--- src/rtl/uart_rx_fifo_ctrl.sv ---
// uart_rx_fifo_ctrl: masked receive FIFO with show-ahead read, RTS hysteresis and interrupts.
// Optional character timeout built when UART_RX_TIMEOUT_EN is defined.
module uart_rx_fifo_ctrl #(
  parameter int DEPTH         = 16,
  parameter int RTS_HI        = 14,
  parameter int RTS_LO        = 8,
  parameter int TIMEOUT_TICKS = 640,
  localparam int AW           = $clog2(DEPTH)
) (
  input  logic          clk,
  input  logic          rst,
  input  logic          rx_tick,
  input  logic [1:0]    data_bit_num_i,
  input  logic          rx_en_i,
  input  logic          rx_done_i,
  input  logic [31:0]   rx_data_i,
  input  logic          rd_en_i,
  output logic [7:0]    rd_data_o,
  output logic          empty_o,
  output logic          full_o,
  output logic [AW:0]   level_o,
  input  logic [AW:0]   irq_thresh_i,
  input  logic          ovr_clr_i,
  output logic          overrun_o,
  output logic          timeout_o,
  output logic          irq_o,
  output logic          rts_n
);
  typedef enum logic {ACCEPT, THROTTLE} rts_t;
  logic [7:0]    r_mem [DEPTH];
  logic [AW-1:0] r_wp, r_rp;
  logic [AW:0]   r_level, w_level_nxt;
  logic          r_ovr;
  rts_t          r_rts, w_rts_nxt;
  logic          w_empty, w_full, w_push_req, w_pop, w_push, w_ovr_set;
  logic [7:0]    w_mask;
  logic          w_unused;
  assign w_unused    = ^{rx_data_i[31:8], rx_tick};
  assign w_empty     = r_level == '0;
  assign w_full      = r_level == (AW+1)'(DEPTH);
  assign w_push_req  = rx_done_i & rx_en_i;
  assign w_pop       = rd_en_i & !w_empty;
  // a full FIFO still accepts a push when the same cycle frees a slot
  assign w_push      = w_push_req & (!w_full | w_pop);
  assign w_ovr_set   = w_push_req & w_full & !w_pop;
  assign w_mask      = 8'hFF >> (2'd3 - data_bit_num_i);
  assign w_level_nxt = r_level + (AW+1)'(w_push) - (AW+1)'(w_pop);
  always_ff @(posedge clk) begin
    if (rst) begin
      r_wp    <= '0;
      r_rp    <= '0;
      r_level <= '0;
      r_ovr   <= 1'b0;
    end else begin
      if (w_push) begin
        r_mem[r_wp] <= rx_data_i[7:0] & w_mask;
        r_wp        <= r_wp + 1'b1;
      end
      if (w_pop) r_rp <= r_rp + 1'b1;
      r_level <= w_level_nxt;
      r_ovr   <= w_ovr_set | (r_ovr & !ovr_clr_i);
    end
  end
  always_ff @(posedge clk) r_rts <= rst ? THROTTLE : w_rts_nxt;
  always_comb begin
    w_rts_nxt = r_rts;
    w_rts_nxt = (r_rts == ACCEPT)
      ? ((r_level >= (AW+1)'(RTS_HI) || !rx_en_i) ? THROTTLE : ACCEPT)
      : ((r_level <= (AW+1)'(RTS_LO) && rx_en_i) ? ACCEPT : THROTTLE);
  end
`ifdef UART_RX_TIMEOUT_EN
  localparam int CW = $clog2(TIMEOUT_TICKS);
  typedef enum logic [1:0] {T_IDLE, T_COUNT, T_EXPIRED} tmo_t;
  tmo_t          r_tst, w_tst_nxt;
  logic [CW-1:0] r_cnt, w_cnt_nxt;
  always_ff @(posedge clk) begin
    if (rst) begin
      r_tst <= T_IDLE;
      r_cnt <= '0;
    end else begin
      r_tst <= w_tst_nxt;
      r_cnt <= w_cnt_nxt;
    end
  end
  always_comb begin
    w_tst_nxt = r_tst;
    w_cnt_nxt = '0;
    if (w_level_nxt == '0) w_tst_nxt = T_IDLE;
    else if (r_tst == T_IDLE || w_push || w_pop) w_tst_nxt = T_COUNT;
    else if (r_tst == T_COUNT && rx_tick) begin
      w_tst_nxt = (r_cnt == CW'(TIMEOUT_TICKS - 1)) ? T_EXPIRED : T_COUNT;
      w_cnt_nxt = r_cnt + 1'b1;
    end else w_cnt_nxt = r_cnt;
  end
  assign timeout_o = r_tst == T_EXPIRED;
`else
  assign timeout_o = 1'b0;
`endif
  assign rd_data_o = w_empty ? 8'h00 : r_mem[r_rp];
  assign empty_o   = w_empty;
  assign full_o    = w_full;
  assign level_o   = r_level;
  assign overrun_o = r_ovr;
  assign rts_n     = r_rts == THROTTLE;
  assign irq_o     = ((irq_thresh_i != '0) && (r_level >= irq_thresh_i)) | r_ovr | timeout_o;
endmodule

--- config.mk ---
export PLATFORM = sky130hd
export DESIGN_NAME = uart_rx_fifo_ctrl
export DESIGN_NICKNAME = d
export VERILOG_FILES = /design/src/rtl/uart_rx_fifo_ctrl.sv
export SDC_FILE = /design/constraint.sdc
export NUM_CORES = 1
export LEC_CHECK = 0
export CAP_MARGIN = 40
export CELL_PAD_IN_SITES_DETAIL_PLACEMENT = 1
export CELL_PAD_IN_SITES_GLOBAL_PLACEMENT = 2
export CORE_ASPECT_RATIO = 1.25
export CORE_MARGIN = 2
export CORE_UTILIZATION = 47
export DETAILED_ROUTE_END_ITERATION = 6
export DONT_BUFFER_PORTS = 1
export PLACE_DENSITY = 0.83
export SYNTH_ARGS = -nofsm -noshare
export SYNTH_HDL_FRONTEND = slang
export SYNTH_SLANG_ARGS = --single-unit
export TNS_END_PERCENT = 50
--- constraint.sdc ---
create_clock -name clk -period 3.13 [get_ports clk]
set_clock_uncertainty 0.15 [all_clocks]
set_input_delay 0.4695 -clock clk [delete_from_list [all_inputs] [get_ports clk]]
set_output_delay 0.4695 -clock clk [all_outputs]
set_load 0.05 [all_outputs]
Figure 1. The metal 1 layer.
Drawn at 4 px/um. Supply wires on this layer in grey. Cells faint in the background.
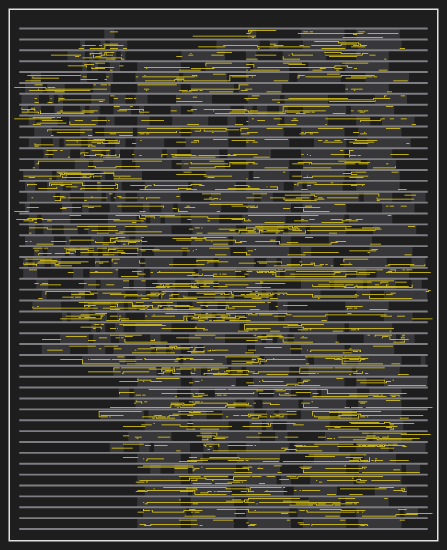
- nets with wire on the layer: 415
- longest straight run: 49.7 um
- main direction: horizontal
- wire length on this layer: 5540 um

Figure 2. Cell sizes after repair.
Drawn at 3 px/um.
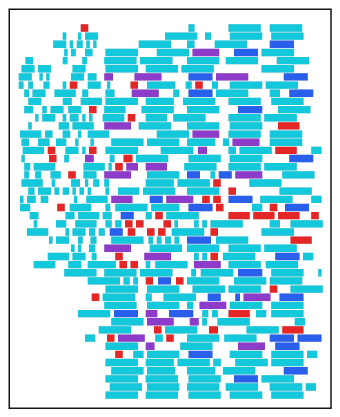
- cyan: x1 and smaller (cells 305; share 74%; most used edfxtp_1)
- purple: x6 and larger (cells 27; share 6.6%; most used clkbuf_16)
- red: x3 and x4 (cells 49; share 12%; most used buf_4)
- blue: x2 (cells 31; share 7.5%; most used mux4_2)

Figure 3. Placement density heat map.
Drawn at 3 px/um. 11 x 13 tiles, from dark blue (low) to red (high), 0 to 100% covered.
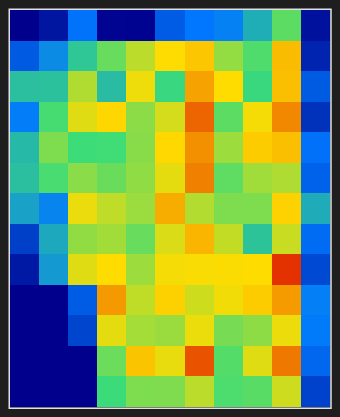
- mean over tiles: 51%
- emptiest ninth of the die: bottom left
- nearly empty tiles: 9.1%
- tiles over 75% full: 16%

==> CHANGELOG.md <==
### Implementation results

- Status: finished, final reports clean
- Die Size: 14100 um2
- Worst IR Drop VDD: 0.432 mV
- Cts hold-fix bufs: 7
- Post-synth top area cell: edfxtp_1
- Switching part of the total: 34.4%
- Slew Limit Fails: 0
- Reg2Reg Depth: 12
- First-pass GRT wire length: 21500 um
- Final ANT Viol Nets: 0
- Min-Delay Path Depth: 2
- Top sig layer: met4
- Clock buffer cells: 17
- Critical path class: reg2out
- Syn Area/Cell: 17.4 um2
- Worst-path cell chain: buf_12, mux4_1, nor2b_1, a211oi_2, a211oi_4
- Dpl cells: 541
- Fmax: 332 MHz
- Total core area: 12800 um2
- CP Capture Type: primary output
- Largest delay contributor family on the critical path: AND-OR/OR-AND gates
- Die width: 107 um
- Final core area utilization: 57.7%
- Max FFs per register: 128
- Post-DP Area: 6700 um2
- Yosys warns: 0
- Flip-flops: 147
- Max-area cell share: 61.9%
- Met2 GRT Util: 36.4%
- Total area of sequential cells: 4220 um2
- XOR/XNOR Area Share: 1.13%
Figure 4. Nets reached from selected ports.
Drawn at 3 px/um.
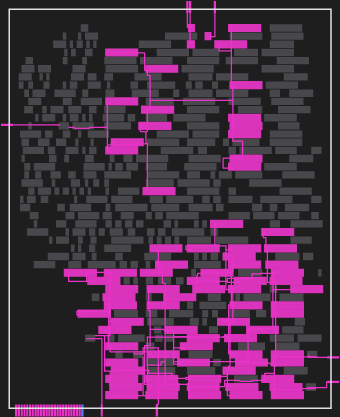
- blue: rx_tick (bits 1; direction input; end cells 0; buffers 0)
- magenta: rx_data_i (bits 32; direction input; end cells 83; buffers 5; wire 1120 um)

Figure 5. Cell outlines without signal wires.
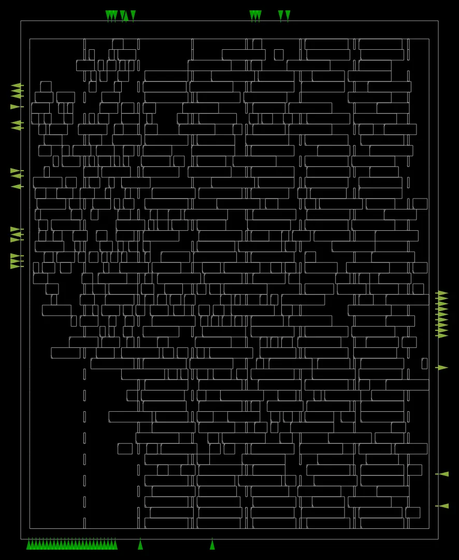
num tapcells: 168
Seq area share: 57.3%

Power figures rest on the tool's default switching activity, not on a simulated workload.
